==> config.mk <==
export PLATFORM = sky130hd
export DESIGN_NAME = img_sub_sched
export DESIGN_NICKNAME = d
export VERILOG_FILES = /design/src/rtl/img_sub_sched.sv
export SDC_FILE = /design/constraint.sdc
export NUM_CORES = 1
export LEC_CHECK = 0
export CORE_MARGIN = 2
export CORE_UTILIZATION = 47
export DETAILED_ROUTE_END_ITERATION = 8
export PLACE_DENSITY_LB_ADDON = 0.05
export SYNTH_ARGS = -nofsm -noshare
export SYNTH_HDL_FRONTEND = slang
export SYNTH_SLANG_ARGS = --single-unit
==> constraint.sdc <==
create_clock -name clk -period 2.3 [get_ports clk]
set_input_delay 0.345 -clock clk [delete_from_list [all_inputs] [get_ports clk]]
set_output_delay 0.345 -clock clk [all_outputs]
set_load 0.03 [all_outputs]
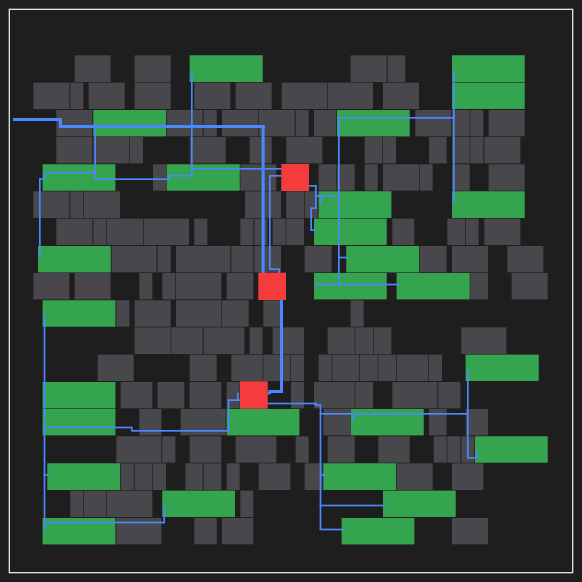
Figure 1: clock network drawn from the DEF.
Drawn at 10 px/um.
blue -> clock wires  # length 295 um
green -> flip-flops  # count 27
red -> clock-net drivers  # count 3
routed clock nets = 4
flops lie = spread over the die
clock network power: 0.000202 W
Insertion Delay late pin: 0.32 ns
Fin Clk Skew: 0.005889 ns
power share of the clock group: 15.0%

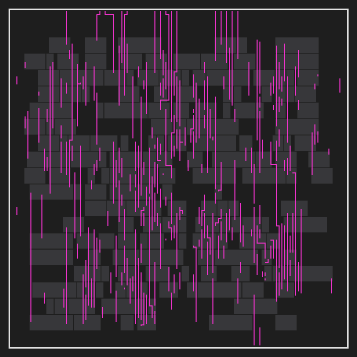
Figure 2: signal wires on met2.
Drawn at 6 px/um.
nets with wire on the layer = 163
wire length on this layer = 1340 um
longest straight run = 21.4 um
main direction = vertical
share of all routed wire = 48%
grt met2 use: 30.25%
total number of vias: 1124

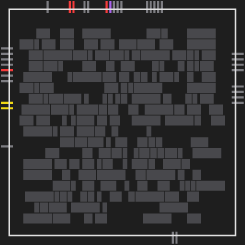
Figure 3: ports around the boundary.
Drawn at 4 px/um. Pins as bars across the die edge, other pins in grey.
purple -> eng_in_valid  # pins 1, direction output, edge top
red -> eng_in_image  # pins 4, direction output, edge 3 top, 1 left
yellow -> dbg_state  # pins 2, direction output, edge left
all pins by edge = 15 top, 10 left, 8 right, 2 bottom
Die Height: 56.19 um
Die W: 56.19 um

==> impl_metrics.json <==
{
  "end_kind": "output pin",
  "antenna-diode-count": 0,
  "preCtsSetupSlack_ns": 0.2923,
  "io_pins": 35,
  "die_area_um2": 3157,
  "h-tree-depth": 1,
  "synthCells": 143,
  "grt_setup_unrepaired": "no",
  "ys_seq_share_pct": 42.23,
  "fin_ws_ns": 0.09965,
  "finalClockPeriodUsage_pct": 95.67,
  "slew_viol_final": 0,
  "cap_violations": 0,
  "fp_util_pct": 50.74,
  "synth_area_um2": 1280,
  "routed.top_layer": "met4",
  "warnings": 32,
  "crit_type": "register to output pin",
  "cts_tree": "done",
  "worstPathMaxFanout": 5,
  "peakVddDrop_mv": 0.5888,
  "rrSetupSlack_ns": 0.36,
  "hold_violations": 0,
  "reg2reg_depth": 6,
  "synth_warnings": 0,
  "dp_cells": 205,
  "finalSetupViolCount": 0,
  "hold_slack_ns": 0.4636,
  "cts-root-buf": "clkbuf_4",
  "wl_met1_mm": 1.244,
  "grt_overflow": 0,
  "worstPathArrival_ns": 1.86,
  "route.detailed.drc": 0,
  "wl_per_cell_um": 13.29,
  "dpl.hpwl_mm": 2.107,
  "drt_iter0_drc": 8,
  "final_util_pct": 67.16,
  "first_global_vias": 1054,
  "path_common_cell": "inv_1",
  "clock_sinks": 27,
  "coreArea_um2": 2522,
  "path_clk_slew_ns": 0.14,
  "track_usage_pct": 17.80,
  "cts.path.max_buffers": 2,
  "yosys_most_used_dff": "dfxtp_1",
  "syn_avg_cell_area_um2": 8.951,
  "hp-class": "register to register",
  "cts_buffers": 3,
  "drive_above_1_share_pct": 7.821,
  "numPortBuffers": 34,
  "max_freq_mhz": 454.5,
  "holdPathStages": 2,
  "routed_via_density": 5.378,
  "crit_chain": "inv_1 -> ha_1 -> inv_1 -> clkdlybuf4s50_1",
  "ys_cells": 143,
  "wl_mm": 2.777,
  "tightest_slew_ns": 0.5930,
  "slew_headroom_pct": 60.13,
  "gp_congestion": 0.7280,
  "wl_met3_um": 135,
  "nets": 207,
  "first_pass_iters": 4,
  "layout.cells.non_filler": 209,
  "postRouteAntennaNets": 0,
  "edf_count": 0,
  "crit_slowest_cell": "clkdlybuf4s50_1",
  "critical_path_required_ns": 1.96,
  "dr_wl_met2_mm": 1.342,
  "min_period_ns": 2.200,
  "grt_pass1_wl_mm": 4.554,
  "leakagePower_nw": 0.6896,
  "status": "finished, final reports clean",
  "max_stage_delay_ns": 0.67,
  "grt_start_max_net_pins": 15,
  "ys_ff": 27,
  "power.density_nw_per_um2": 792.8,
  "setup_tns_ns": 0,
  "area_growth_pct": 32.36,
  "yosysUniqueCellTypes": 37,
  "synthArstFlopShare_pct": 0,
  "ys_chip_area_um2": 1280,
  "std_cell_rows": 18,
  "antenna_found_initial": 0,
  "syn_nets": 170,
  "cp-start-kind": "register"
}
## area by class of cell
| cell class | count | area, um^2 |
|---|---|---|
| fillers | 225 | 828.3 |
| multi-input cells | 99 | 673.1 |
| flip-flops and latches | 27 | 540.5 |
| repair buffers | 38 | 375.4 |
| inverters | 11 | 41.29 |
| well taps | 30 | 37.54 |
| clock buffers | 4 | 26.28 |
## synthesized netlist by cell type (2+ instances only)
library cell / count / area (um^2)
dfxtp_1: 27 / 540.5
a211oi_1: 3 / 22.52
nor2b_1: 3 / 18.77
inv_1: 11 / 41.29
a32oi_1: 3 / 26.28
nor2_1: 10 / 37.54
a21oi_1: 11 / 55.05
and3_1: 2 / 12.51
nor3b_1: 2 / 15.01
ha_1: 10 / 125.1
clkbuf_1: 4 / 15.01
o21ai_0: 2 / 10.01
nand3_1: 9 / 45.04
mux2i_1: 7 / 70.07
nand2_1: 17 / 63.81
## repair_timing
action | in CTS | in global routing
setup endpoints to repair | 2 | 2
buffers inserted | 0 | 0
hold buffers | 0 | 0
gates resized | 1 | 2
## worst max-delay path: cells and delay by family (launching register included)
family | cells | cell delay, ns
DFF | 1 | 0.45
buffers and inverters | 3 | 0.84
adders and majority gates | 1 | 0.25
## cell families after synthesis
| logic type | Yosys count | share of synthesized area [%] |
|---|---|---|
| compound gates | 29 | 15.54 |
| fa+ha+maj | 10 | 9.775 |
| buf+inv | 17 | 5.376 |
| flops | 27 | 42.23 |
| mux | 8 | 6.354 |
| simple gates | 52 | 20.72 |
## per-stage QoR
step | instance area [um^2] | power (W)
after floorplan | 1280 | 0.0009449
after global placement | 1660 | 0.001136
after detailed placement | 1660 | 0.001151
after CTS | 1689 | 0.001357
after global routing | 1694 | 0.001420
final | 1694 | 0.001343
## per-layer routing
| layer | track usage [%] | vias up |
|---|---|---|
| li1 | - | 568 |
| met1 | 22.35 | 514 |
| met2 | 30.25 | 33 |
| met3 | 3.721 | 9 |
| met4 | 5.782 | 0 |
| met5 | 0 | - |
## report_power, final
group	leakage (nW)	internal (W)	switching, W	total (W)
logic	0.456	0.000251	0.000325	0.000576
registers	0.219	0.000518	0.0000472	0.000565
clock network	0.0150	0.0000678	0.000134	0.000202
total	0.690	0.000837	0.000506	0.00134
## layout by cell type (no fill, tap or decap), drive strengths merged, types with 4 or more instances in the layout
cell type / count
a21oi: 11
buf: 4
clkbuf: 4
clkdlybuf4s50: 32
dfxtp: 27
ha: 10
inv: 11
mux2i: 7
nand2: 17
nand3: 9
nor2: 10
No activity file was given, so power comes from the tool's default toggle rates.
